`src/rtl/regfile_pkg.sv`:
```
// Shared types and constants for the register-file writeback arbiter.
package regfile_pkg;

  localparam int DEF_DATA_W = 64;
  localparam int DEF_ADDR_W = 5;

  // X31 is hard-wired to zero: it is never written and never marked pending.
  localparam logic [4:0] ZERO_REG = 5'd31;

  // One buffered multi-cycle result waiting for the write port.
  typedef struct packed {
    logic [DEF_ADDR_W-1:0] addr;
    logic [DEF_DATA_W-1:0] data;
  } wb_req_t;

  // WAIT holds a non-empty buffer; DRAIN is the single forced-write cycle.
  typedef enum logic [1:0] {
    IDLE,
    WAIT,
    DRAIN
  } arb_state_t;

endpackage

```
`src/rtl/wb_fifo.sv`:
```
// Synchronous FIFO for buffered writeback results, with full/empty flags,
// an occupancy count and an asynchronous active-low clear.
module wb_fifo
  import regfile_pkg::*;
#(
  parameter int  DEPTH = 4,
  parameter type T     = wb_req_t
) (
  input  logic                   clk,
  input  logic                   clr_n,
  input  logic                   push,
  input  T                       push_data,
  input  logic                   pop,
  output T                       head,
  output logic                   full,
  output logic                   empty,
  output logic [$clog2(DEPTH):0] level
);

  localparam int PTR_W = $clog2(DEPTH);

  T                 mem [DEPTH];
  logic [PTR_W-1:0] rd_ptr;
  logic [PTR_W-1:0] wr_ptr;
  logic [PTR_W:0]   count;
  logic             do_push;
  logic             do_pop;

  assign full    = (count == (PTR_W + 1)'(DEPTH));
  assign empty   = (count == '0);
  assign level   = count;
  assign head    = mem[rd_ptr];
  assign do_pop  = pop && !empty;
  // A full FIFO can still take a push when the head leaves in the same cycle.
  assign do_push = push && (!full || do_pop);

  // Pointer and occupancy bookkeeping; DEPTH is a power of two so pointers wrap naturally.
  always_ff @(posedge clk or negedge clr_n) begin
    // NOTE: sequential state uses non-blocking assignments so every flop samples pre-edge values.
    if (!clr_n) begin
      rd_ptr <= '0;
      wr_ptr <= '0;
      count  <= '0;
    end else begin
      if (do_push) wr_ptr <= wr_ptr + 1'b1;
      if (do_pop)  rd_ptr <= rd_ptr + 1'b1;
      case ({do_push, do_pop})
        2'b10:   count <= count + 1'b1;
        2'b01:   count <= count - 1'b1;
        default: count <= count;
      endcase
    end
  end

  // Entry storage.
  always_ff @(posedge clk) begin
    // NOTE: the data array is not reset; the cleared count makes stale entries unreachable.
    if (do_push) mem[wr_ptr] <= push_data;
  end

endmodule

```
`src/rtl/regfile_wb_arbiter.sv`:
```
// Arbitrates the single register-file write port between the pipeline
// writeback stage and buffered multi-cycle results, keeps the pending
// scoreboard for the hazard unit and forces a drain when results starve.
module regfile_wb_arbiter
  import regfile_pkg::*;
#(
  parameter int DATA_W     = DEF_DATA_W,
  parameter int ADDR_W     = DEF_ADDR_W,
  parameter int FIFO_DEPTH = 4,
  parameter int STARVE_MAX = 3
) (
  input  logic              clk,
  input  logic              reset,
  input  logic              pipe_wr_en,
  input  logic [ADDR_W-1:0] pipe_wr_addr,
  input  logic [DATA_W-1:0] pipe_wr_data,
  output logic              pipe_stall,
  input  logic              issue_en,
  input  logic [ADDR_W-1:0] issue_addr,
  input  logic              mul_valid,
  output logic              mul_ready,
  input  logic [ADDR_W-1:0] mul_addr,
  input  logic [DATA_W-1:0] mul_data,
  output logic              RegWrite,
  output logic [ADDR_W-1:0] WriteRegister,
  output logic [DATA_W-1:0] WriteData,
  output logic [31:0]       pending,
  output logic              sb_err
);

  localparam int                CNT_W       = $clog2(STARVE_MAX + 1);
  localparam int                LVL_W       = $clog2(FIFO_DEPTH) + 1;
  localparam logic [ADDR_W-1:0] ZERO_ADDR   = ADDR_W'(ZERO_REG);
  localparam logic [CNT_W-1:0]  STARVE_LAST = CNT_W'(STARVE_MAX - 1);

  typedef struct packed {
    logic [ADDR_W-1:0] addr;
    logic [DATA_W-1:0] data;
  } req_t;

  arb_state_t       state;
  arb_state_t       state_next;
  logic [CNT_W-1:0] starve_cnt;
  logic [CNT_W-1:0] starve_cnt_next;

  req_t             fifo_head;
  logic             fifo_full;
  logic             fifo_empty;
  logic [LVL_W-1:0] fifo_level;
  logic             fifo_push;
  logic             fifo_pop;
  logic             fifo_goes_empty;
  logic             pipe_sel;

  logic [31:0]      set_mask;
  logic [31:0]      clr_mask;
  logic             err_now;

  // Results to X31 complete the handshake but are dropped before the buffer.
  assign mul_ready       = !fifo_full;
  assign fifo_push       = mul_valid && mul_ready && (mul_addr != ZERO_ADDR);
  assign fifo_goes_empty = fifo_pop && !fifo_push && (fifo_level == LVL_W'(1));

  wb_fifo #(
    .DEPTH (FIFO_DEPTH),
    .T     (req_t)
  ) u_fifo (
    .clk       (clk),
    .clr_n     (reset),
    .push      (fifo_push),
    .push_data ('{addr: mul_addr, data: mul_data}),
    .pop       (fifo_pop),
    .head      (fifo_head),
    .full      (fifo_full),
    .empty     (fifo_empty),
    .level     (fifo_level)
  );

  // Write-port mux: pipeline first unless stalled, then the buffer head.
  always_comb begin
    // NOTE: every output gets a default first so no path can infer a latch.
    RegWrite      = 1'b0;
    WriteRegister = '0;
    WriteData     = '0;
    fifo_pop      = 1'b0;
    pipe_sel      = 1'b0;
    if (!pipe_stall && pipe_wr_en) begin
      pipe_sel      = 1'b1;
      RegWrite      = 1'b1;
      WriteRegister = pipe_wr_addr;
      WriteData     = pipe_wr_data;
    end else if (!fifo_empty) begin
      fifo_pop      = 1'b1;
      RegWrite      = 1'b1;
      WriteRegister = fifo_head.addr;
      WriteData     = fifo_head.data;
    end
  end

  // Starvation FSM: count blocked cycles, force one drain write at the limit.
  always_comb begin
    state_next      = state;
    starve_cnt_next = starve_cnt;
    case (state)
      IDLE: begin
        starve_cnt_next = '0;
        if (fifo_push) state_next = WAIT;
      end
      WAIT: begin
        if (fifo_pop) begin
          starve_cnt_next = '0;
          if (fifo_goes_empty) state_next = IDLE;
        end else if (pipe_wr_en) begin
          if (starve_cnt == STARVE_LAST) begin
            starve_cnt_next = CNT_W'(STARVE_MAX);
            state_next      = DRAIN;
          end else begin
            starve_cnt_next = starve_cnt + 1'b1;
          end
        end
      end
      DRAIN: begin
        starve_cnt_next = '0;
        state_next      = fifo_goes_empty ? IDLE : WAIT;
      end
      default: begin
        starve_cnt_next = '0;
        state_next      = IDLE;
      end
    endcase
  end

  // FSM state, starve counter and the registered stall toward the pipeline.
  always_ff @(posedge clk or negedge reset) begin
    if (!reset) begin
      state      <= IDLE;
      starve_cnt <= '0;
      pipe_stall <= 1'b0;
    end else begin
      state      <= state_next;
      starve_cnt <= starve_cnt_next;
      pipe_stall <= (state_next == DRAIN);
    end
  end

  // Scoreboard set/clear masks and protocol-violation detection.
  always_comb begin
    set_mask = '0;
    clr_mask = '0;
    if (issue_en && (issue_addr != ZERO_ADDR)) set_mask[issue_addr] = 1'b1;
    if (fifo_pop) clr_mask[fifo_head.addr] = 1'b1;
    err_now = (issue_en && pending[issue_addr]) || (pipe_sel && pending[pipe_wr_addr]);
  end

  // Pending scoreboard (set beats clear on the same address) and sticky error.
  always_ff @(posedge clk or negedge reset) begin
    if (!reset) begin
      pending <= '0;
      sb_err  <= 1'b0;
    end else begin
      pending <= (pending & ~clr_mask) | set_mask;
      if (err_now) sb_err <= 1'b1;
    end
  end

endmodule

```
`config.mk`:
```
export PLATFORM = sky130hd
export DESIGN_NAME = regfile_wb_arbiter
export DESIGN_NICKNAME = d
export VERILOG_FILES = /design/src/rtl/regfile_pkg.sv /design/src/rtl/wb_fifo.sv /design/src/rtl/regfile_wb_arbiter.sv
export SDC_FILE = /design/constraint.sdc
export NUM_CORES = 1
export LEC_CHECK = 0
export CORE_MARGIN = 1.5
export CORE_UTILIZATION = 55
export CTS_CLUSTER_SIZE = 40
export DETAILED_ROUTE_END_ITERATION = 16
export GPL_TIMING_DRIVEN = 1
export MAX_ROUTING_LAYER = met4
export PLACE_DENSITY = 0.85
export SLEW_MARGIN = 40
export SYNTH_ARGS = -nofsm -noshare
export SYNTH_HDL_FRONTEND = slang
export SYNTH_HIERARCHICAL = 1
export SYNTH_SLANG_ARGS = --single-unit
```
`constraint.sdc`:
```
create_clock -name clk -period 7.9 [get_ports clk]
set_clock_uncertainty 0.1 [all_clocks]
set_input_delay 2.37 -clock clk [delete_from_list [all_inputs] [get_ports clk]]
set_output_delay 2.37 -clock clk [all_outputs]
set_load 0.03 [all_outputs]
```
Figure 1. Power grid.
Bar = 50 um. Pins as bars on the die edge.
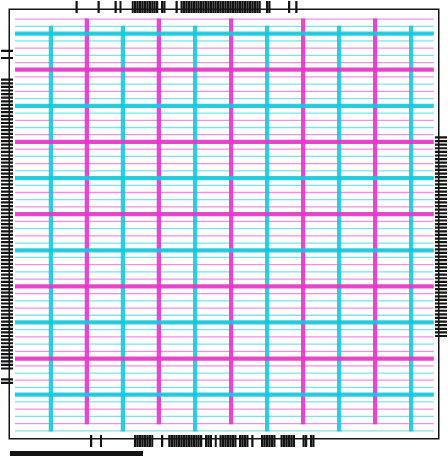
Key: VDD = magenta; VSS = cyan
11 straps on met5. 253 signal pins sit on the boundary.

Figure 2. Placement by cell class.
Bar = 50 um.
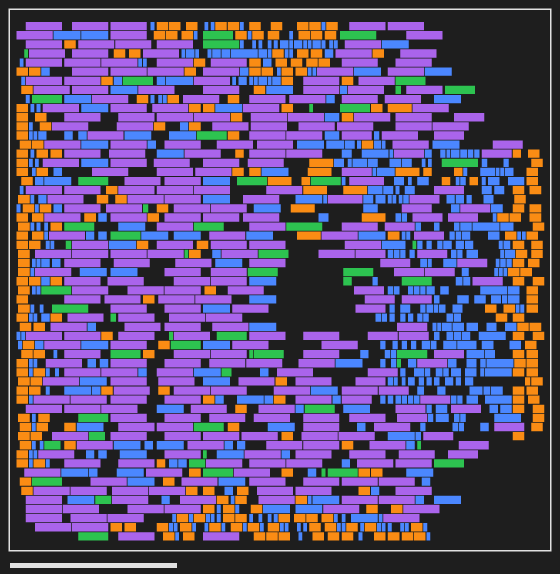
Key: combinational and other logic = blue [cells 487, share of their area 24%]; other buffers and delay cells = orange [cells 269, share of their area 16%]; clock drivers and dummy loads = green [cells 56, share of their area 6.1%]; flops = purple [cells 321, share of their area 54%]
Layout Cell Area excl Fill: 0.01779 mm^2
register fraction of the total cell area: 0.5297
Row Count: 57
final standard cell utilization of the core: 0.7271

==> run notes <==
Status of the implementation.

- The critical path endpoint category is an output port, for reference.
- The count of buffering cells on the critical path with inverters included is 3, for reference.
- The deepest clock path buffer count is 3, for reference.
- Data arrives at the worst endpoint at 4.70 ns.
- Looking at the hold checks, the worst path lands on state[0].
- The prevailing post-synth register cell is edfxtp_1, for reference.
- The count of distinct cell types in the synthesized netlist is 49, for reference.
- The largest family of logic cells by area is multiplexers, for reference.
- The fraction of post-synthesis cell area in the top cell type by area is 0.6019, for reference.
- After synthesis, the most frequently instantiated cells are 276 x edfxtp_1, 146 x nand2_1, 78 x nand3b_1, 76 x mux4_2, 49 x o21ai_0.
- The cell-mix breakdown from Yosys lists the adder-cell area share as 0.006906.
- Setup repair after global routing left no endpoint under its margin.
- The DRC violation count after routing is 0, for reference.
- The height of the die is 161.2 um, for reference.
- Hold is met by 0.3773 ns.
- The largest fanout on the critical path is 37, for reference.
- The final tally of hold violations is 0, for reference.
- The half-perimeter wire length after placement is 20.46 mm, for reference.
- The achievable frequency is 139.5 MHz, for reference.
- The cell family with the largest share of critical-path delay is buffers and inverters, for reference.
- The average footprint of a synthesized cell is 15.97 um^2, for reference.
- In this run, post-CTS hold repair placed 0 buffers.
- The minimum clock period after layout is 7.169 ns, for reference.
- After floorplanning, the die was sized to cover 0.02599 mm^2.
- The post-placement cell area is 0.01672 mm^2, for reference.
- The startpoint of the most critical setup path is pipe_wr_en, for reference.
- The combinational fraction of design power is 0.386, for reference.
- The starting density of the core is 0.5629, for reference.
- The core region is 0.02446 mm^2.
- The report lists the number of cells resized after CTS as 0.
- The cell-mix breakdown from Yosys lists the XOR/XNOR area share as 0.003816.
- The pre-antenna-repair detailed-routing pass consisted of 5 iterations.
- The largest net degree at the start of global routing is 66, for reference.
- For this design the top-level I/O count stands at 253.
- For this run, the detailed router reports a per-instance via density of 5.794.
- The post-synth count of flops with an enable pin is 276.
- For the worst min-delay path, the startpoint reported by OpenROAD is state[0].
- The post-detailed-route count of antenna-violating nets is 0, for reference.
- The most frequent cell on the critical path is clkdlybuf4s50_1, for reference.
- The actual slew at the worst max-slew pin is 0.7297 ns, for reference.
- The worst reg-to-reg path cell count is 4, for reference.
- The flow ran to the end, and the final reports show no timing, DRC or antenna violations.
- Per the synthesis report, the simple-gate share of the synthesized area is 0.1058.
- The area fraction in mux cells is 0.1436, for reference.
- The number of global-route vias before repair is 8773.
Figure 3. Routed clock nets over the placement.
Bar = 50 um.
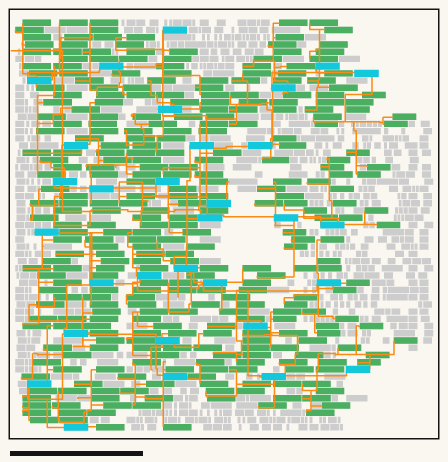
Key: flip-flops = green [count 321]; clock drivers = cyan [count 31]; clock wires = orange [length 3260 um]
Position of the flops: widely spread.
clock latency on the worst-skew pair: 0.55 ns
part of the power in the clock network: 0.229

Figure 4. Wiring by layer.
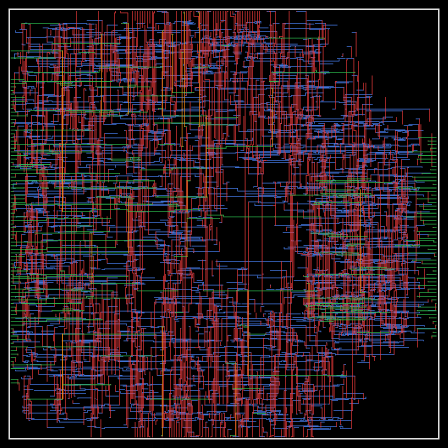
Key: metal 2 = red [wire length 16200 um]; metal 1 = blue [wire length 12300 um]; metal 4 = orange [wire length 596 um]; metal 3 = green [wire length 2700 um]
via count: 8459
Post-Route WL: 31.81 mm
global-route usage over all layers: 0.2564

==> layer usage <==
layer | up-vias | track usage | share of wire
met1 | 4212 | 0.3246 | 0.39
met5 | - | - | 0
met4 | 0 | 0.06145 | 0.019
met3 | 43 | 0.05265 | 0.085
met2 | 383 | 0.4297 | 0.51
li1 | 3821 | - | -
==> placed cells by master, fill, tap and decap left out, types with 3 or more instances in the layout <==
| cell | synthesis | routed |
|---|---|---|
| xnor2_1 | 3 | 3 |
| clkinv_2 | 0 | 4 |
| clkbuf_16 | 0 | 31 |
| nand2b_1 | 8 | 7 |
| a21oi_1 | 3 | 3 |
| edfxtp_1 | 276 | 276 |
| clkinv_1 | 0 | 5 |
| clkdlybuf4s50_1 | 0 | 250 |
| mux2_2 | 4 | 4 |
| mux4_2 | 76 | 76 |
| dfrtp_1 | 45 | 43 |
| buf_12 | 1 | 10 |
| ha_1 | 6 | 6 |
| mux2i_1 | 19 | 19 |
| buf_4 | 1 | 8 |
| or3b_2 | 3 | 3 |
| clkbuf_1 | 32 | 5 |
| nand3_1 | 7 | 7 |
| nand3b_1 | 78 | 78 |
| nor3_1 | 6 | 5 |
| a22o_1 | 3 | 3 |
| bufinv_16 | 0 | 5 |
| nor2_1 | 11 | 11 |
| o21ai_1 | 15 | 15 |
| nor2b_1 | 4 | 3 |
| diode_2 | 0 | 3 |
| and2_4 | 0 | 4 |
| inv_1 | 10 | 10 |
| nand2_1 | 146 | 146 |
| o21ai_0 | 49 | 49 |
| xor2_1 | 3 | 3 |
| clkbuf_8 | 0 | 4 |
==> sequential cells by signal, summed over array words and instances (netlist names) <==
signal / count
pipe_stall: 1
state: 2
u_fifo/mem: 276
pending: 32
u_fifo/wr_ptr: 2
sb_err: 1
starve_cnt: 2
u_fifo/rd_ptr: 2
u_fifo/level: 3
==> cell families (layout without fill, tap and decap cells) <==
group / Yosys count / in the layout
multiplexers: 101 / 101
flip-flops: 321 / 321
other: 0 / 3
XOR/XNOR: 6 / 6
adder cells (fa/ha/maj): 7 / 7
AND/OR/NAND/NOR: 279 / 279
AND-OR/OR-AND: 84 / 84
buffers and inverters: 64 / 335
==> metrics by stage <==
stage | power [uW] | instances
after detailed placement | 5097 | 1401
after global routing | 6873 | 1459
after CTS | 6629 | 1457
after floorplan | 4094 | 862
final | 6582 | 1460
after global placement | 4981 | 1392
==> cell type report <==
type	instances	area, um^2	area share
sequential	321	9422	0.5297
multi-input combinational	477	4093	0.2301
timing repair buffer	269	2768	0.1556
clock buffer	40	849.6	0.04776
tap	324	405.4	0.02279
clock inverter	16	205.2	0.01154
inverter	10	37.54	0.002110
antenna	3	7.507	0.0004221
==> power groups by stage <==
stage	clock network, uW	registers, uW	logic, uW
after floorplan	0	2570	1520
after global placement	0	2580	2400
after detailed placement	0	2560	2530
after CTS	1530	2540	2560
after global routing	1600	2570	2700
final	1510	2530	2540
Power is estimated from default activity; no workload was simulated.
